### Zoomed window

Region (22, 5) to (52, 35) um. Cells in gray, sequential cells in the stronger gray; small squares are vias.
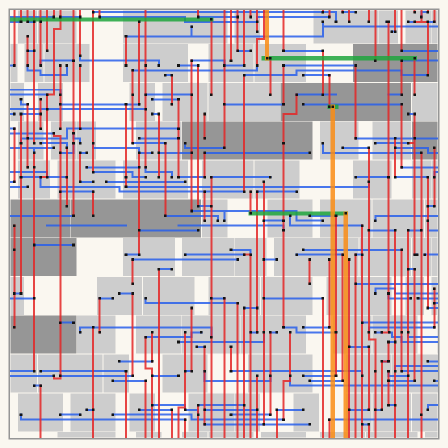
### Routed metal per tile

Drawn at 4 px/um. 15 x 13 tiles, from white (low) to dark blue (high), scaled to the fullest tile. Values are wire area over tile area, all layers added.
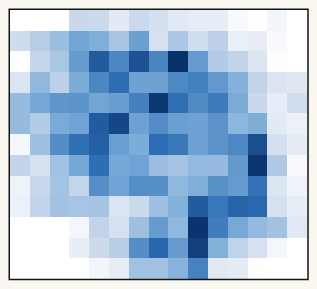
### Gate-type map

Drawn at 8 px/um.
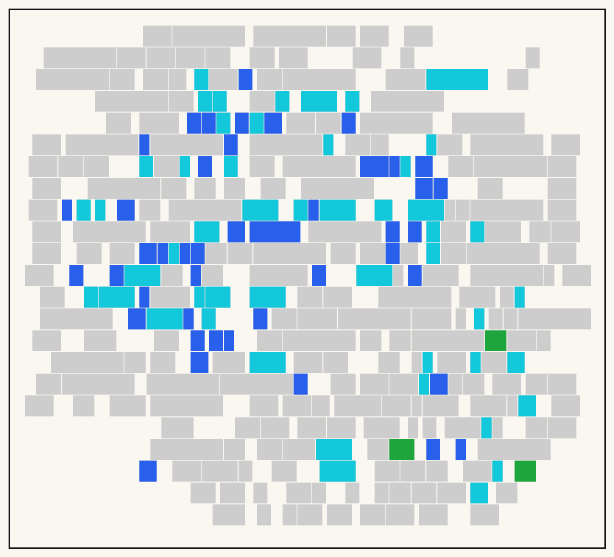
File: src/rtl/pipe_hazard_ctrl.sv
// -----------------------------------------------------------------------------
// pipe_hazard_ctrl
//
// Central stall/flush sequencer for the front-end pipeline registers: IF,
// the IF->ID buffer and ID. It detects load-use hazards, sequences
// branch-mispredict flushes and drains the back end before a syscall
// issues. It also keeps a saturating count of stalled cycles for
// performance debug.
//
// Parameters
//   FLUSH_CYCLES  cycles FLUSH_FE stays high per mispredict (1..7)
//   DRAIN_DEPTH   back-end stages drained before a syscall issues (1..7)
//   CNT_WIDTH     width of Stall_Count
//
// Ports
//   CLK            rising-edge clock
//   RESET          asynchronous, active-low reset
//   Mispredict_EX  EX resolved a branch against its prediction
//   Syscall_ID     instruction in ID is a syscall
//   ID_Rs/ID_Rt    ID source registers
//   ID_Uses_Rs/Rt  ID instruction actually reads rs / rt
//   EX_MemRead     EX instruction is a load
//   EX_Rd          EX destination register
//   IF_Miss        instruction fetch not ready this cycle
//   STALL_FE       hold IF, IF->ID buffer and ID
//   FLUSH_FE       clear IF->ID buffer and ID
//   Bubble_EX      load a NOP into EX instead of the ID output
//   State_OUT      FSM state (0 RUN, 1 FLUSH, 2 DRAIN, 3 SYSGO)
//   Stall_Count    cycles with STALL_FE=1, saturating at all-ones
// -----------------------------------------------------------------------------
module pipe_hazard_ctrl #(
  parameter int FLUSH_CYCLES = 1,
  parameter int DRAIN_DEPTH  = 3,
  parameter int CNT_WIDTH    = 32
) (
  input  logic                 CLK,
  input  logic                 RESET,
  input  logic                 Mispredict_EX,
  input  logic                 Syscall_ID,
  input  logic [4:0]           ID_Rs,
  input  logic [4:0]           ID_Rt,
  input  logic                 ID_Uses_Rs,
  input  logic                 ID_Uses_Rt,
  input  logic                 EX_MemRead,
  input  logic [4:0]           EX_Rd,
  input  logic                 IF_Miss,
  output logic                 STALL_FE,
  output logic                 FLUSH_FE,
  output logic                 Bubble_EX,
  output logic [1:0]           State_OUT,
  output logic [CNT_WIDTH-1:0] Stall_Count
);

  typedef enum logic [1:0] {
    ST_RUN   = 2'd0,
    ST_FLUSH = 2'd1,
    ST_DRAIN = 2'd2,
    ST_SYSGO = 2'd3
  } state_t;

  localparam logic [2:0]           FLUSH_RELOAD = 3'(FLUSH_CYCLES - 1);
  localparam logic [2:0]           DRAIN_RELOAD = 3'(DRAIN_DEPTH - 1);
  localparam logic [CNT_WIDTH-1:0] CNT_MAX      = {CNT_WIDTH{1'b1}};

  state_t     state, state_nxt;
  // FLUSH and DRAIN are mutually exclusive, so one down-counter serves both.
  // It holds the number of further cycles to spend in the current state.
  logic [2:0] seq_cnt, seq_cnt_nxt;

  logic       load_use;
  logic       stall_c, flush_c, bubble_c;

  // Register 0 is hard-wired zero and can never be a load-use source.
  assign load_use = EX_MemRead && (EX_Rd != 5'd0) &&
                    ((ID_Uses_Rs && (ID_Rs == EX_Rd)) ||
                     (ID_Uses_Rt && (ID_Rt == EX_Rd)));

  // NOTE: every signal written here gets a default first, so no path can
  // leave one unassigned and infer a latch.
  always_comb begin
    state_nxt   = state;
    seq_cnt_nxt = seq_cnt;
    stall_c     = 1'b0;
    flush_c     = 1'b0;
    bubble_c    = 1'b0;

    // A mispredict in EX belongs to an older instruction than anything in
    // the front end, so it overrides every state: it cancels a pending
    // syscall drain and restarts an ongoing flush. Flush also wins over
    // stall, so the two are never asserted together.
    if (Mispredict_EX) begin
      flush_c  = 1'b1;
      bubble_c = 1'b1;
      if (FLUSH_CYCLES > 1) begin
        state_nxt   = ST_FLUSH;
        seq_cnt_nxt = FLUSH_RELOAD;
      end else begin
        state_nxt   = ST_RUN;
        seq_cnt_nxt = 3'd0;
      end
    end else begin
      unique case (state)
        ST_RUN: begin
          if (Syscall_ID) begin
            stall_c  = 1'b1;
            bubble_c = 1'b1;
            if (DRAIN_DEPTH > 1) begin
              state_nxt   = ST_DRAIN;
              seq_cnt_nxt = DRAIN_RELOAD;
            end else begin
              state_nxt   = ST_SYSGO;
              seq_cnt_nxt = 3'd0;
            end
          end else if (load_use || IF_Miss) begin
            // Single-cycle hold; re-evaluated next cycle once the load moves on.
            stall_c  = 1'b1;
            bubble_c = 1'b1;
          end
        end
        ST_FLUSH: begin
          flush_c  = 1'b1;
          bubble_c = 1'b1;
          if (seq_cnt <= 3'd1) begin
            state_nxt   = ST_RUN;
            seq_cnt_nxt = 3'd0;
          end else begin
            seq_cnt_nxt = seq_cnt - 3'd1;
          end
        end
        ST_DRAIN: begin
          stall_c  = 1'b1;
          bubble_c = 1'b1;
          if (seq_cnt <= 3'd1) begin
            state_nxt   = ST_SYSGO;
            seq_cnt_nxt = 3'd0;
          end else begin
            seq_cnt_nxt = seq_cnt - 3'd1;
          end
        end
        ST_SYSGO: begin
          // Back end is empty: let the syscall advance ID->EX untouched.
          state_nxt = ST_RUN;
        end
        default: begin
          state_nxt   = ST_RUN;
          seq_cnt_nxt = 3'd0;
        end
      endcase
    end
  end

  // Outputs are gated by RESET so an asserted reset silences the front-end
  // controls immediately, without waiting for a clock edge.
  assign STALL_FE  = RESET && stall_c;
  assign FLUSH_FE  = RESET && flush_c;
  assign Bubble_EX = RESET && bubble_c;
  assign State_OUT = state;

  // NOTE: sequential state uses non-blocking assignments so every register
  // samples the pre-edge values regardless of statement order.
  always_ff @(posedge CLK or negedge RESET) begin
    if (!RESET) begin
      state       <= ST_RUN;
      seq_cnt     <= 3'd0;
      Stall_Count <= '0;
    end else begin
      state   <= state_nxt;
      seq_cnt <= seq_cnt_nxt;
      if (STALL_FE && (Stall_Count != CNT_MAX)) begin
        Stall_Count <= Stall_Count + 1'b1;
      end
    end
  end

endmodule

File: config.mk
export PLATFORM = sky130hd
export DESIGN_NAME = pipe_hazard_ctrl
export DESIGN_NICKNAME = d
export VERILOG_FILES = /design/src/rtl/pipe_hazard_ctrl.sv
export SDC_FILE = /design/constraint.sdc
export NUM_CORES = 1
export LEC_CHECK = 0
export CAP_MARGIN = 0
export CORE_ASPECT_RATIO = 0.9
export CORE_MARGIN = 1.5
export CORE_UTILIZATION = 49
export DETAILED_ROUTE_END_ITERATION = 8
export PLACE_DENSITY = 0.87
export SLEW_MARGIN = 20
export SYNTH_ARGS = -nofsm -noshare
export SYNTH_HDL_FRONTEND = slang
export SYNTH_SLANG_ARGS = --single-unit
File: constraint.sdc
create_clock -name CLK -period 2.36 [get_ports CLK]
set_input_delay 0.472 -clock CLK [delete_from_list [all_inputs] [get_ports CLK]]
set_output_delay 0.472 -clock CLK [all_outputs]
set_load 0.005 [all_outputs]
==> impl_metrics.toml <==
# flow metrics
[global_routing]
grt_pass1_vias = 1871
grt_max_degree = 22
antenna_found_initial = 0

[clock_tree]
cts_setup_buffers = 2
cts_resized = 32
numCtsBuffers = 5

[detailed_routing]
drtAntennaViolNets = 0
dr.pass1.iters = 5

[die]
ioPinCount = 60
dieHeight_um = 67.2

[synth]
yosys_warnings = 0
async_flop_share_pct = 100
ys_sh_adder_pct = 4.46

[worst_setup_path]
max_stage_delay_ns = 0.47
required_ns = 1.89
critical_path.top_delay_family = "buffers and inverters"

[power_and_ir_drop]
power.leakage_uw = 0.00143
irDropWorstVdd_mv = 0.453

[timing]
drv_slew = 0
final-setup-viol-count = 0

[placement]
io_buffers = 59
routabilityCongestion = 0.872
post-dp-hpwl_um = 3950

[layout]
nFillCells = 344
area_growth_pct = 38.5

[status]
status = "completed"
## Picture notes: 'Zoomed window'
Blue is metal 1. Red is metal 2. Orange is metal 4. Green is metal 3.
Most frequent: xor2_1 (9), clkdlybuf4s50_1 (9). Netlist names of flops here include Stall_Count (5), State_OUT (1). Sequential cells in the window: 6. 75 logic cells have their middle in the window.

## Picture notes: 'Routed metal per tile'
The mean over all tiles is 0.17. 12% of the tiles are nearly empty. 36% of the tiles are over half the peak. The fullest tile reaches 0.46.

## Picture notes: 'Gate-type map'
Cyan is NOR gates, cells 49. Blue is NAND gates, cells 44. Green is AND-OR and OR-AND gates, cells 3.

[where the power goes]
part           internal, uW  total [uW]  switching [uW]
sequential              705         771            66.2
combinational           354         711             357
clock                   232         450             218
total                  1290        1930             641
[kinds of logic (layout without fill, tap and decap cells)]
kind of cell / Yosys count / count (layout)
compound gates: 16 / 16
xor+xnor: 39 / 39
fa+ha+maj: 8 / 8
buf+inv: 14 / 94
flops: 37 / 37
mux: 5 / 5
simple gates: 103 / 103
[cell usage after synthesis, types with 4 or more instances]
cell type / number
dfrtp_1: 37
xor2_1: 35
nand3_1: 21
nor3_1: 16
nor2_1: 14
nand2_1: 11
nor4_2: 9
ha_1: 8
inv_1: 8
nand4_1: 7
a21oi_1: 5
and4_1: 4
nor4_1: 4
xnor2_1: 4
[sequential cells by signal, indices dropped and copies added, names as in the netlist]
name / cells
seq_cnt: 3
State_OUT: 2
Stall_Count: 32
[routing by layer]
metal	vias up	wire, um	track usage [%]
met1	937	2370	30.6
li1	951	-	-
met5	-	0	0
met4	0	96	9.32
met3	9	235	5.07
met2	49	2780	36.6
[worst paths after layout]
path | from | to | slack (ns) | depth (start not counted)
worst max-delay path | ID_Rt[0] | Bubble_EX | 0.03 | 8
worst min-delay path | RESET | Stall_Count[11] | 0.17 | 2
worst max register to register | Stall_Count[1] | Stall_Count[1] | 0.17 | 6
worst min register to register | Stall_Count[20] | Stall_Count[20] | 0.48 | 1
max in group asynchronous | RESET | Stall_Count[0] | 1.97 | 2
min in group CLK | Stall_Count[20] | Stall_Count[20] | 0.48 | 1
[area by class of cell]
class	count	area [sq um]	area share (%)
well taps	62	77.6	2.50
inverters	8	30.0	0.967
repair buffers	79	709	22.8
clock buffers	7	86.3	2.78
flip-flops and latches	37	926	29.8
multi-input cells	171	1280	41.1
No activity file was given, so power comes from the tool's default toggle rates.
